run_1/final_congestion.png
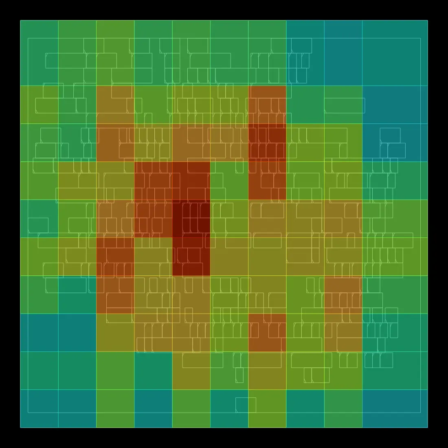
run_1/met2.png
Cells faint in the background.
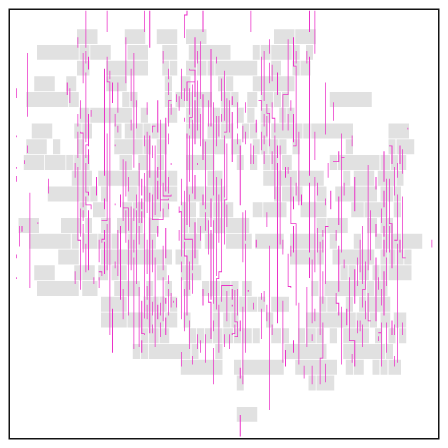
run_1/registers.png
Other sequential cells in the stronger grey, the rest of the logic in the fainter grey.
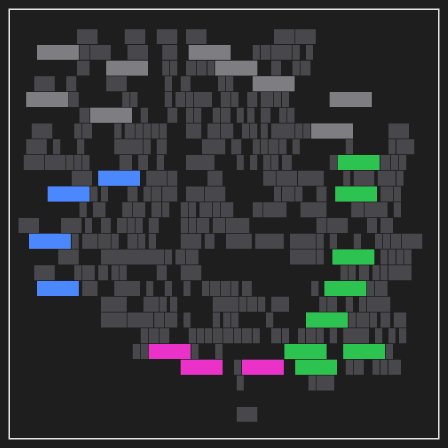
run_1/met1.png
Supply wires on this layer in grey. Cells faint in the background.
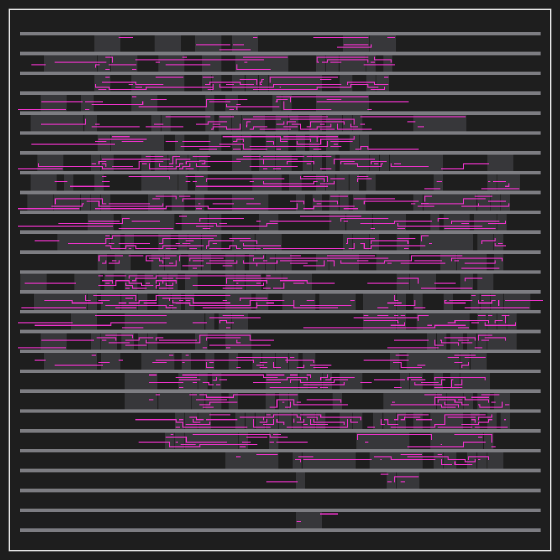
Design main_rail_seq, sky130hd; sources not shown.
==> out/qor.txt, run 1 <==
die area -> 0.005470 mm^2
cells in synth_stat.txt -> 289
main flop type -> dfxtp_1
Yosys Chip Area -> 0.001864 mm^2
Placed Cells incl. Taps -> 376
DR DRC count -> 0
CP Class -> flop to flop
DRT iter0 DRCs -> 69
Final Hold Fails -> 0
Pwr Density -> 586.2 mW/mm^2
FMAX -> 329.2 MHz
total number of yosys warnings -> 0
ys async rst share -> 0%
post_cts resized -> 0
CTS H-tree depth -> 1
Distinct cells, synth -> 33
total power -> 1.308 mW
CTS tree -> built
CP max stage delay -> 460 ps
Max Slew Vio Count -> 0
most used cell, CP -> nand3_1
Avg Inst Size Synth -> 6.451 um^2
# Post-CTS Setup Buffers -> 0
most frequent logic cells in the routed design -> nand2_1 (62), inv_1 (39), nor2_1 (31)
Slowest-stage cell, CP -> dfxtp_1
vias in the first global route -> 1,785
final cell count without fillers -> 380
Total Neg Setup Slack -> 0 ps
Largest register FFs -> 8
first-pass GRT wire length -> 8114 um
flops out of synthesis -> 24
Layout Nets -> 333
area of the core -> 0.004848 mm^2
Die Wd -> 73.96 um
clock latency on the worst-skew pair -> 280 ps
worst path cell trace -> ha_1 -> nand2_2 -> nor2_4 -> nand2_1 -> xor2_1 -> ha_1 -> a21oi_1 -> nand2_2 -> nor2_4 -> nand2_4 -> nand2_4 -> nor2_2 -> nand3_1 -> nand3_1 -> nand3_1 -> xor2_1 -> nand3_2 -> nor2_1
r2r setup slk -> 560 ps
CP Data Arrival Time -> 3250 ps
I/O Pins -> 23
CTS buffer count -> 3
max cap viols -> 0
deepest clock path buffer count -> 2
Area Growth Syn to Fin -> 19.66%
cts hold-fix bufs -> 0
number of synthesized flops with an enable pin -> 0
Tool Warnings -> 30
Syn Std Cell Area -> 0.001864 mm^2
Worst EP required -> 3810 ps
Synth area leaders -> dfxtp_1 (26%), nand2_1 (12%), inv_1 (7.9%)
GRT overflow -> 0
largest net degree at the start of global routing -> 15
syn_nets -> 308
floorplan die height -> 73.96 um
number of stages on the worst setup path -> 18
floorplan core density -> 38.45%
n_diodes -> 0
post-synth top area cell -> dfxtp_1
Top cell area share -> 25.77%
worst hold path cell count -> 2
Post-synth seq share -> 25.77%
final period utilization -> 84.37%
unrepaired setup endpoints after global routing -> false
skew final -> 2.903 ps
Worst Tran Pin Value -> 503.9 ps
Clk pin slew, worst setup/hold paths -> 90 ps
leakage dissipation -> 1.029 nW
fraction of final layout cells sized beyond drive strength 1 -> 14.06%
Setup Viol. Count Final -> 0
IO Port Bufs -> 22
total global-route track usage -> 19.71%
First-pass DRT Iterations -> 4
CP bufs+invs -> 0
post-route ant nets -> 0
crit-path max FO -> 8
post-layout min period -> 3037 ps
mean number of vias per cell -> 4.908
outcome -> finished clean
initial antenna violation count -> 0
dominant logic cell type in the layout -> nand2_1
worst r2r path cells -> 18
post-DP HPWL -> 3682 um
clk sinks -> 24
Hold Path Class -> flop to flop
Worst IR Drop VDD -> 356.5 uV
synthesized instance count -> 289
slew margin rel. -> 66.30%
placer congestion estimate -> 0.9570
clk root buf -> clkbuf_8
standard-cell rows -> 25
critical path's top delay family -> simple AND/OR/NAND/NOR gates
CP Launch Type -> flop
Worst Setup End Kind -> flop
About final_congestion.png:
met1 Use GR: 25.50%
fin util: 46.01%
grt met3 use: 3.930%
Avg WL per Cell: 12.14 um

About met2.png:
wire length on this layer: 2,110 um
share of all routed wire: 46%
met2 Usage GRT: 31.11%
WL final: 4614 um
routed vias: 1,865

About registers.png:
[idx_q] magenta | sequential cells: 3
[u_timer.count] green | sequential cells: 8
[rail_en] blue | sequential cells: 4 | where: middle left
not coloured: 9
Reg area: 480.5 um^2
P_seq: 0.374 mW
Seq/total area: 21.54%

About met1.png:
wire length on this layer: 2,290 um
longest straight run: 17.9 um
nets with wire on the layer: 313
main direction: horizontal
share of all routed wire: 50%

==> run 1: where the power goes <==
part | switching, mW | internal, mW | leakage [nW]
Clock | 0.0943 | 0.149 | 0.0357
Combinational | 0.467 | 0.223 | 0.799
Sequential | 0.0597 | 0.314 | 0.195
==> run 1: layout make-up <==
type	count	area, um^2
repair buffers	24	235.2
clock inverters	1	30.03
multi-input cells	212	1176
flip-flops and latches	24	480.5
well taps	67	83.83
inverters	49	183.9
fillers	518	2618
clock buffers	3	41.29
==> run 1: logic make-up after synthesis <==
kind of cell	Yosys count	share of synthesized area, %
simple gates	153	40.13
buf+inv	53	11.14
compound gates	44	13.83
flops	24	25.77
fa+ha+maj	10	6.711
xor+xnor	4	1.879
mux	1	0.5369
==> run 1: per-layer routing <==
layer | vias to the layer above | share of wire, % | global-route usage [%] | routed length, um
met5 | - | 0 | - | 0
met3 | 7 | 3.4 | 3.930 | 156
met1 | 829 | 50 | 25.50 | 2293
met2 | 39 | 46 | 31.11 | 2112
met4 | 0 | 1.1 | 5.556 | 52
li1 | 990 | - | - | -
==> run 1: stage by stage <==
step	worst slack, ps	instance area [um^2]	util [%]	hold WS (ps)
after floorplan	661.1	1864	-	530.1
after global placement	443.1	2160	44.54	466.3
after detailed placement	417.2	2160	44.54	465.8
after CTS	524.0	2231	46.01	480.5
after global routing	245.9	2231	46.01	502.5
final	562.6	2231	46.01	472.7
==> run 1: cell usage after synthesis, types with 2 or more instances <==
cell type  count
a211oi_1       2
a21oi_1       12
a31oi_1        4
buf_4          2
dfxtp_1       24
ha_1          10
inv_1         39
inv_2         10
nand2_1       62
nand2_2        7
nand2_4        2
nand3_1       22
nand3_2        3
nand4_1        5
nor2_1        31
nor2_2         7
nor2_4         4
nor3_1         6
nor3_2         3
o21a_1         2
o21ai_0       14
o21ai_1        4
xor2_1         4
run_1/port_nets.png
The bar under the picture is 20 um long.
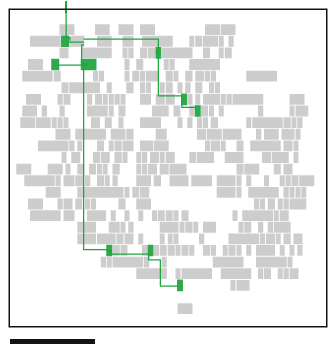

==> run 2, diff against run 1 <==
- clock period: 3.6 -> 2.93 ns (I/O delays scaled with it)
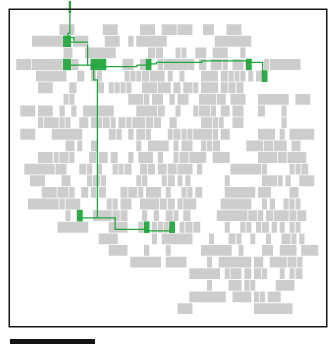
run_2/port_nets.png
The bar under the picture is 20 um long.
[rst_n] green | bits: 1 | direction: input | end cells: 9 | wire: 132 um
IO Port Bufs: 22
I/O Pins: 23

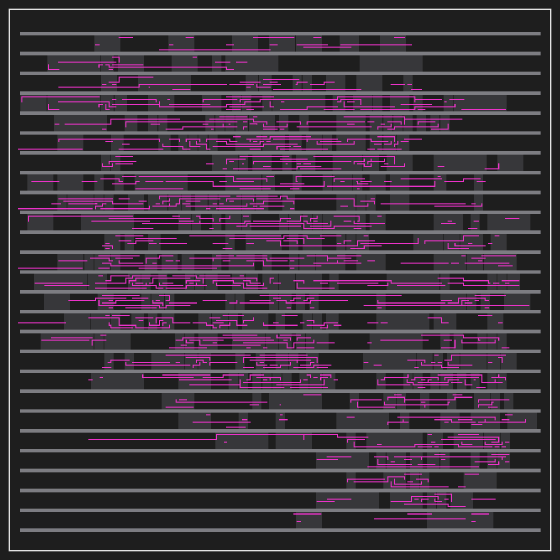
run_2/met1.png
Supply wires on this layer in grey. Cells faint in the background.
met1 Use GR: 25.95%
WL final: 4758 um
routed vias: 1,911

==> out/qor.txt, run 2 <==
first-pass GRT wire length -> 7734 um
count leader, synth -> nand2_1
placer congestion estimate -> 0.9299
GRT overflow -> 0
syn_nets -> 308
FMAX -> 366.2 MHz
Worst IR Drop VDD -> 360.4 uV
Worst Tran Pin Value -> 503.3 ps
outcome -> finished clean
largest net degree at the start of global routing -> 13
vias in the first global route -> 1,714
Worst EP required -> 3130 ps
post-layout min period -> 2731 ps
Final Hold Fails -> 0
fraction of final layout cells sized beyond drive strength 1 -> 20.43%
part of the power in the clock network -> 12.4%
total power -> 1.623 mW
Setup Viol. Count Final -> 0
CTS buffer count -> 3
clk sinks -> 24
total global-route track usage -> 18.81%
top cells by count -> nand2_1 (62), inv_1 (39), nor2_1 (31), dfxtp_1 (24), nand3_1 (22)
cell internal pwr -> 0.8273 mW
Clk pin slew, worst setup/hold paths -> 90 ps
clk root buf -> clkbuf_8
Net Sw Frac -> 49.03%
final cell count without fillers -> 390
DRT iter0 DRCs -> 84
Syn Std Cell Area -> 0.001864 mm^2
number of synthesized flops with an enable pin -> 0
area of the core -> 0.004848 mm^2
initial antenna violation count -> 0
cells in synth_stat.txt -> 289
mean number of vias per cell -> 4.900
Tool Warnings -> 31
Layout Nets -> 344
CTS H-tree depth -> 1
synthesized instance count -> 289
post-synth top area cell -> dfxtp_1
max cap viols -> 0
Distinct cells, synth -> 33
post-route ant nets -> 0
Synth area leaders -> dfxtp_1 (26%), nand2_1 (12%), inv_1 (7.9%)
dominant logic cell type in the layout -> nand2_1
First-pass DRT Iterations -> 4
Avg Inst Size Synth -> 6.451 um^2
worst r2r path cells -> 19
Fillers -> 511
met2 Usage GRT -> 28.89%
Worst Setup End Kind -> flop
Logic pwr share -> 59.7%
final period utilization -> 93.21%
main flop type -> dfxtp_1
crit-path max FO -> 8
Placed Cells incl. Taps -> 383
post-DP HPWL -> 3742 um
Avg WL per Cell -> 12.20 um
XOR Share, Synth -> 1.879%
worst hold path cell count -> 2
r2r setup slk -> 200 ps
total number of yosys warnings -> 0
Post-synth mux share -> 0.5369%
floorplan core density -> 38.45%
Reg power frac -> 27.9%
Hold Path Class -> flop to flop
Yosys Chip Area -> 0.001864 mm^2
run 2: cell counts after synthesis:
No cell type changed its count.
run 2: power by group through the flow:
stage / Clock [mW] / Combinational [mW] / Sequential [mW]
after CTS: 0.207 / 0.905 / 0.441
final: 0.201 / 0.970 / 0.453
after global routing: 0.217 / 1.08 / 0.463
after global placement: 0 / 0.901 / 0.448
after detailed placement: 0 / 0.901 / 0.448
after floorplan: 0 / 0.498 / 0.591
run 2: metrics by stage:
step                hold slack, ps  utilization, %  worst slack [ps]  TNS [ps]  cell area, um^2
floorplan                    530.1               -             61.88         0             1866
global placement             441.0           45.65             100.8         0             2213
detailed placement           441.0           45.65             24.08         0             2213
CTS                          455.0           46.50             2.290         0             2255
global route                 465.8           48.52            -74.84    -449.8             2352
finish                       449.8           48.52             198.9         0             2352
run 2: critical path, stage by stage (launching register included):
cell     delay (ps)
dfxtp_2         370
ha_4            150
nand2_4          60
nor2_4          140
nand2_2          80
xor2_2          180
ha_1            300
a21oi_2         140
nand2_2          80
nor2_4           90
nand2_4          80
nand4_1         110
nand3_2          90
nand2_1          80
nand2_1          50
nor2_1          110
nand3_1         100
nor2_1          140
nand3_2         180
nor2_1          130
run 2: repair_timing:
action	in CTS	in global routing
setup buffers	0	4
endpoints found under the setup margin	0	8
hold buffers	0	0
gates resized	0	18
run 2: metal layers:
metal  vias to the layer above  share of wire [%]
met4                         0                1.2
met5                         -                  0
met2                        35                 45
met3                         5                3.5
met1                       863                 50
li1                       1008                  -
run 2: cell type report:
type / count / area, um^2 / area share (%)
flip-flops and latches: 24 / 489.2 / 20.80
inverters: 49 / 186.4 / 7.926
well taps: 67 / 83.83 / 3.564
repair buffers: 35 / 317.8 / 13.51
clock buffers: 3 / 41.29 / 1.755
multi-input cells: 212 / 1234 / 52.45
Power and IR drop assume default switching activity.
